$ cat config.mk
export PLATFORM = sky130hd
export DESIGN_NAME = truth_table_sweeper
export DESIGN_NICKNAME = d
export VERILOG_FILES = /design/src/rtl/truth_table_sweeper.sv
export SDC_FILE = /design/constraint.sdc
export NUM_CORES = 1
export LEC_CHECK = 0
export CORE_MARGIN = 2
export CORE_UTILIZATION = 40
export CTS_CLUSTER_DIAMETER = 50
export CTS_CLUSTER_SIZE = 40
export DETAILED_ROUTE_END_ITERATION = 10
export PLACE_DENSITY_LB_ADDON = 0.08
export SYNTH_ARGS = -nofsm -noshare
export SYNTH_HDL_FRONTEND = slang
export SYNTH_SLANG_ARGS = --single-unit
$ cat constraint.sdc
create_clock -name clk -period 6.1 [get_ports clk]
set_input_delay 0.915 -clock clk [delete_from_list [all_inputs] [get_ports clk]]
set_output_delay 0.915 -clock clk [all_outputs]
set_load 0.05 [all_outputs]
$ cat src/rtl/truth_table_sweeper.sv
// Drives all 16 w,x,y,z vectors into the breadboard block and checks r4/r5/r6 against golden
// functions. Define TTS_STOP_ON_FAIL_EN to end a sweep at the first mismatching vector.
`timescale 1ns/1ps
module truth_table_sweeper #(
    parameter int unsigned SETTLE_CYCLES = 2
) (
    input  logic       clk,
    input  logic       rst_n,
    input  logic       start,
    input  logic       r4,
    input  logic       r5,
    input  logic       r6,
    output logic       w,
    output logic       x,
    output logic       y,
    output logic       z,
    output logic       busy,
    output logic       done,
    output logic       pass,
    output logic [4:0] err_count,
    output logic [3:0] first_fail_idx,
    output logic       sample_valid,
    output logic [3:0] sample_idx,
    output logic [2:0] sample_bits,
    output logic       sample_err
);

    typedef enum logic [1:0] {StIdle, StRun, StDone} state_t;

    localparam logic [3:0] CntLast = 4'(SETTLE_CYCLES - 1);

    state_t     state;
    logic [3:0] idx;
    logic [3:0] cnt;
    logic       fail_seen;
    logic [2:0] golden;
    logic       mismatch;
    logic       stop_now;
    logic [4:0] err_next;

    // The vector register is the index itself, so w..z only move on an advance.
    assign {w, x, y, z} = idx;

    always_comb begin
        golden    = 3'b000;
        golden[2] = y & z;
        golden[1] = (~y & ~z) | (~w & ~x);
        golden[0] = (~w & ~x & z) | (~w & ~x & y) | (x & ~y & z) | (w & ~x & ~y & ~z);
    end

    assign mismatch = ({r4, r5, r6} != golden);
    assign err_next = err_count + {4'b0000, mismatch};

`ifdef TTS_STOP_ON_FAIL_EN
    assign stop_now = (idx == 4'd15) || mismatch;
`else
    assign stop_now = (idx == 4'd15);
`endif

    always_ff @(posedge clk or negedge rst_n) begin
        if (!rst_n) begin
            state          <= StIdle;
            idx            <= 4'd0;
            cnt            <= 4'd0;
            fail_seen      <= 1'b0;
            busy           <= 1'b0;
            done           <= 1'b0;
            pass           <= 1'b0;
            err_count      <= 5'd0;
            first_fail_idx <= 4'd0;
            sample_valid   <= 1'b0;
            sample_idx     <= 4'd0;
            sample_bits    <= 3'b000;
            sample_err     <= 1'b0;
        end else begin
            sample_valid <= 1'b0;
            done         <= 1'b0;
            case (state)
                StIdle: begin
                    idx <= 4'd0;
                    if (start) begin
                        state          <= StRun;
                        busy           <= 1'b1;
                        cnt            <= 4'd0;
                        err_count      <= 5'd0;
                        first_fail_idx <= 4'd0;
                        pass           <= 1'b0;
                        fail_seen      <= 1'b0;
                    end
                end
                StRun: begin
                    if (cnt != CntLast) begin
                        cnt <= cnt + 4'd1;
                    end else begin
                        cnt          <= 4'd0;
                        sample_valid <= 1'b1;
                        sample_idx   <= idx;
                        sample_bits  <= {r4, r5, r6};
                        sample_err   <= mismatch;
                        err_count    <= err_next;
                        if (mismatch && !fail_seen) begin
                            fail_seen      <= 1'b1;
                            first_fail_idx <= idx;
                        end
                        if (stop_now) begin
                            state <= StDone;
                            busy  <= 1'b0;
                            done  <= 1'b1;
                            pass  <= (err_next == 5'd0);
                        end else begin
                            idx <= idx + 4'd1;
                        end
                    end
                end
                StDone: begin
                    // Hold the last vector through the done cycle, then park at 0000.
                    state <= StIdle;
                    idx   <= 4'd0;
                end
                default: begin
                    state <= StIdle;
                    busy  <= 1'b0;
                    idx   <= 4'd0;
                end
            endcase
        end
    end

endmodule

**Run 1: port wiring**

Scale: 4 px per µm.
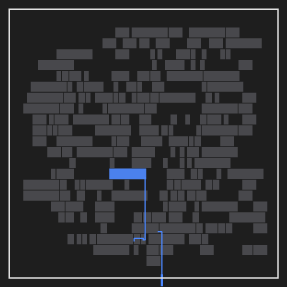
- blue: busy (bits 1; direction output; edge bottom; end cells 1; buffers 1; wire 31.5 µm)
IO Count: 31
I/O Buffers: 30

**Run 1: placement view**

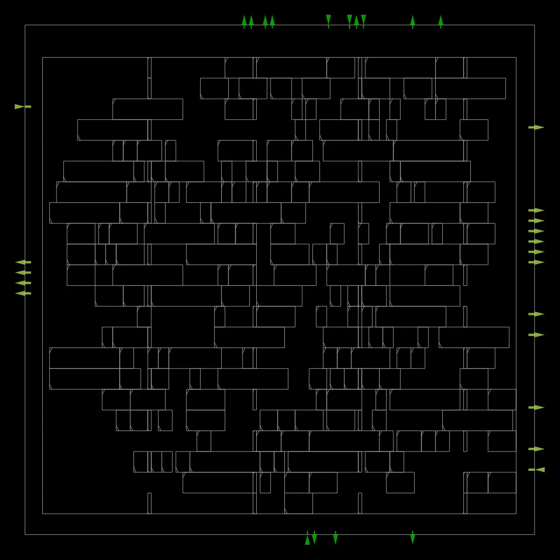
Layout fillers: 327
seq_cells: 32
Row Count: 22
sequential cell area share: 0.3968
Post-Layout Cell Count: 241

==> impl_metrics.ini, run 1 <==
; synthesis and place-and-route metrics
[outcome]
status = finished clean

[global_route]
busiest_layer = met2
groute.usage.overall = 0.1835
grt_max_degree = 33
grt_util_met3 = 0.04899
use_met2 = 0.2838
overflow = 0

[setup_path]
arrival_ns = 3.54
start_kind = primary input
rrSetupSlack_ns = 3.15
critPathKind = primary input to register
worstReg2RegStart = idx[1]$_DFFE_PN0P_
slowest_delay_ns = 0.57
worstPathCellList = clkdlybuf4s50_1 > nor2b_4 > o2111ai_1 > a311oi_2 > inv_1 > ha_1 > ha_1 > nor2_1 > a21oi_1 > o32ai_1 > nand3_1 > a21boi_0
cp_max_fo = 6
cpLargestDelayFamily = AND-OR/OR-AND gates

[logic_synthesis]
yosys.stat.seqShare = 0.5075
ys_sh_xor = 0.03331
edf_count = 0
area_leaders = dfrtp_1 (51%), nand2_1 (7.6%), ha_1 (4.8%)
yosysUniqueCellTypes = 34
yosys_area_um2 = 1578
adder_share = 0.04758
logic_family = simple AND/OR/NAND/NOR gates
ys_warn_count = 0

[final_layout]
nets = 205
fin_area_um2 = 2018
drive_gt1_frac = 0.08290
diodes = 0

[timing]
finalSetupTns_ns = 0
setup_slack_ns = 2.750
skew_ns = 0.003957
maxSlewViolCount = 0
tightest_slew_ns = 0.5327

[floorplan]
die_x_um = 66.81
die_area_um2 = 4463
fp_util = 0.4246

[routing]
ant_nets = 0
via_per_inst = 5.241
wl_per_cell_um = 14.83
num_vias = 1263
firstDrtPassIters = 4
maxUsedRoutingLayer = met4
wl_met3_um = 156

[worst_hold_path]
hp-start = sample_bits[0]$_DFFE_PN0P_

[clocking]
clk_pin_slew_ns = 0.06
cts_setup_buffers = 0
clock.latency.late_pin_ns = 0.28
clock_sinks = 32
cts_root_buf = clkbuf_8

[placement]
dp_hpwl_um = 2512

[run]
warnings = 28
**Run 1: gate-type map**

Scale: 8 px per µm.
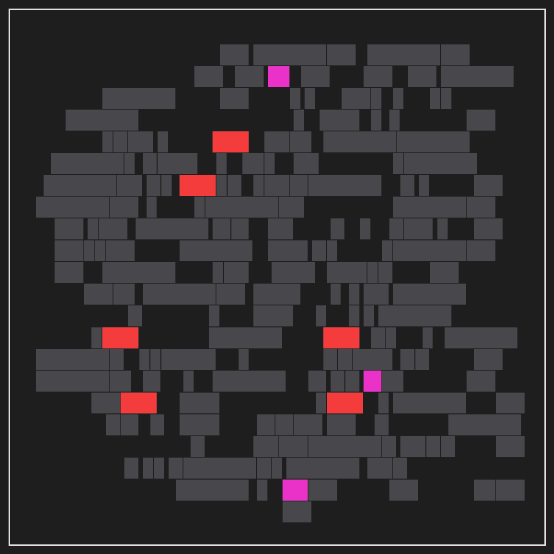
- magenta: and/or cells (cells 3)
- red: fa/ha/maj cells (cells 6)
logic share of the area: 0.3565

[run 1: state kept, by name (all words and copies together), names as in the netlist]
| signal | flops |
|---|---|
| sample_bits | 3 |
| done | 1 |
| sample_valid | 1 |
| busy | 1 |
| fail_seen | 1 |
| pass | 1 |
| err_count | 5 |
| state | 2 |
| cnt | 4 |
| sample_idx | 4 |
| first_fail_idx | 4 |
| sample_err | 1 |
| idx | 4 |
[run 1: cell usage in the layout (no fill, tap or decap), drive strengths merged, types with 4 or more instances in the layout]
| cell | count |
|---|---|
| dfrtp | 32 |
| clkbuf | 7 |
| mux2i | 6 |
| clkdlybuf4s50 | 30 |
| nor2 | 8 |
| o21ai | 11 |
| nand3 | 12 |
| inv | 9 |
| ha | 6 |
| nand2 | 33 |
| a21oi | 4 |
[run 1: final cells by class]
type | count | area (µm²)
Sequential cell | 32 | 800.8
Fill cell | 327 | 1698
Multi-Input combinational cell | 114 | 719.4
Tap cell | 48 | 60.06
Inverter | 9 | 33.78
Timing Repair Buffer | 31 | 307.8
Clock buffer | 7 | 96.34
[run 1: power breakdown]
part / switching, W / internal [W] / total (W) / leakage, nW
combinational: 0.000342 / 0.000183 / 0.000525 / 0.417
clock: 0.0000722 / 0.000100 / 0.000173 / 0.0503
sequential: 0.0000702 / 0.000280 / 0.000350 / 0.407
[run 1: worst max-delay path by stage]
stage	start	end	slack [ns]	cells past startpoint
detailed placement	r6	pass$_DFFE_PN0P_	2.54	12
floorplan	idx[1]$_DFFE_PN0P_	pass$_DFFE_PN0P_	3.19	13
CTS	r6	pass$_DFFE_PN0P_	2.77	12
global route	r6	pass$_DFFE_PN0P_	2.48	12
global placement	r6	pass$_DFFE_PN0P_	2.70	12
finish	r6	pass$_DFFE_PN0P_	2.75	12
## Run 2: what changed since run 1
==> constraint.sdc (replaced) <==
create_clock -name clk -period 2.8 [get_ports clk]
set_input_delay 0.42 -clock clk [delete_from_list [all_inputs] [get_ports clk]]
set_output_delay 0.42 -clock clk [all_outputs]
set_load 0.05 [all_outputs]
**Run 2: cells by drive strength**

Scale: 8 px per µm.
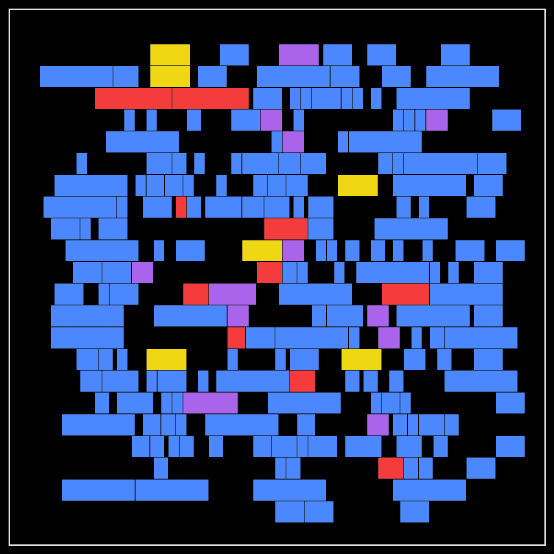
- blue: x1 and smaller (cells 174; share 86%; most used nand2_1)
- purple: x3 and x4 (cells 12; share 5.9%; most used buf_4)
- red: x2 (cells 10; share 5.0%)
- yellow: x6 and larger (cells 6; share 3.0%; most used clkbuf_8)
post-route cell area: 2086 µm²
setup ws final: 0.2552 ns
non-clock buffer count: 39
Area growth syn-to-layout: 32.20%

==> run 2 against run 1 <==
Via count increased by 1.9%. Final cell count rose by 3.7%. Power is 120% higher. Clock power rose by 110%. Sequential cell count unchanged. Non-clock buffer count is 8 higher. Die area stayed put. Count of clock-buffer cells in the layout is 1 higher. Sequential share of layout area is 1.2 points lower. Global-route usage is 0.70 points higher. Largest cell class unchanged.
==> impl_metrics.ini, run 2 <==
; synthesis and place-and-route metrics
[logic_synthesis]
ys_warn_count = 0
edf_count = 0
yosysUniqueCellTypes = 34
area_leaders = dfrtp_1 (51%), nand2_1 (7.6%), ha_1 (4.8%)
yosys_area_um2 = 1578
synth_top_area_share = 0.5075
yosys.stat.seqShare = 0.5075

[clocking]
clk_pin_slew_ns = 0.06
clock.latency.late_pin_ns = 0.28
cts.path.max_buffers = 2
clock_sinks = 32
cts_root_buf = clkbuf_8
cts_tree = done

[floorplan]
die_area_um2 = 4463
rows = 22
io_pins = 31
die_x_um = 66.81
fp_util = 0.4246

[global_route]
grt_util_met3 = 0.07264
busiest_layer = met2
grt_max_degree = 25
overflow = 0
groute.usage.overall = 0.1905
use_met2 = 0.3025

[pwr]
comb-power_w = 0.00121
switching_share = 0.4591
clk-power_w = 0.000363
p_seq_w = 0.000760
power_frac_seq = 0.326
power-top-group = combinational logic
p_sw_w = 0.001071
p_clk_frac = 0.156
comb_power_share = 0.519

[final_layout]
largest_register_ffs = 5
drive_gt1_frac = 0.1386
nets = 213
most-common-layout-cells = nand2_1 (32), dfrtp_1 (30), clkdlybuf4s50_1 (30), nand3_1 (12), o21ai_0 (11)
layout_top_cell = nand2_1
top_register = err_count
fillCellCount = 344
layout.cells.non_filler = 250
diodes = 0

[routing]
num_vias = 1287
firstDrtPassIters = 4
ant_nets = 0
via_per_inst = 5.148
wl_met3_um = 206
wl_per_cell_um = 14.40

[setup_path]
arrival_ns = 2.75
critPathKind = register to register
start_kind = register
cpLargestDelayFamily = AND-OR/OR-AND gates
cp_slowest_cell = dfrtp_2
cp_max_fo = 5
slowest_delay_ns = 0.40
worstPathCellList = inv_1 > ha_1 > o21bai_1 > xor2_1 > a311oi_2 > inv_1 > ha_1 > ha_1 > nor2_1 > a21oi_2 > o32ai_2 > nand3_1 > a21boi_1

[timing]
tightest_slew_ns = 0.8358
maxSlewViolCount = 0
finalSetupTns_ns = 0
skew_ns = 0.005005

[run]
warnings = 28

[placement]
dp_hpwl_um = 2632

[outcome]
status = finished clean
[run 2: cell counts after synthesis]
Identical to the previous run, type by type.
[run 2: area by class of cell]
type | instances | area [µm²] | area share
inverters | 9 | 33.78 | 0.01620
clock buffers | 8 | 90.09 | 0.04319
well taps | 48 | 60.06 | 0.02879
repair buffers | 39 | 367.9 | 0.1764
multi-input cells | 114 | 730.7 | 0.3503
flip-flops and latches | 32 | 803.3 | 0.3851
[run 2: path summary, 6_finish.rpt]
path / from / end / slack (ns) / cells past startpoint
worst max-delay path: idx[1]$_DFFE_PN0P_ / pass$_DFFE_PN0P_ / 0.26 / 13
worst min-delay path: sample_bits[0]$_DFFE_PN0P_ / sample_bits[0]$_DFFE_PN0P_ / 0.47 / 2
worst max register to register: idx[1]$_DFFE_PN0P_ / pass$_DFFE_PN0P_ / 0.26 / 13
worst min register to register: sample_bits[0]$_DFFE_PN0P_ / sample_bits[0]$_DFFE_PN0P_ / 0.47 / 2
max in group asynchronous: rst_n / sample_idx[1]$_DFFE_PN0P_ / 1.50 / 2
min in group asynchronous: rst_n / err_count[3]$_DFFE_PN0P_ / 0.61 / 1
[run 2: repair_timing]
action                     CTS  global route
buffers inserted             0             1
resized                      0             4
setup endpoints to repair    0             1
[run 2: cells by family (layout without fill, tap and decap cells)]
group                    after synthesis  in the layout  share of synthesized area
AND/OR/NAND/NOR                       65             65                     0.2046
flip-flops                            32             32                     0.5075
AND-OR/OR-AND                         31             31                     0.1324
buffers and inverters                 15             56                    0.03648
adder cells (fa/ha/maj)                6              6                    0.04758
XOR/XNOR                               6              6                    0.03331
multiplexers                           6              6                    0.03807
[run 2: worst min-delay path, cell delays in order (launching register included)]
cell     delay (ns)
dfrtp_1        0.34
nand2_1        0.05
nand2_1        0.05
Power is estimated from default activity; no workload was simulated.
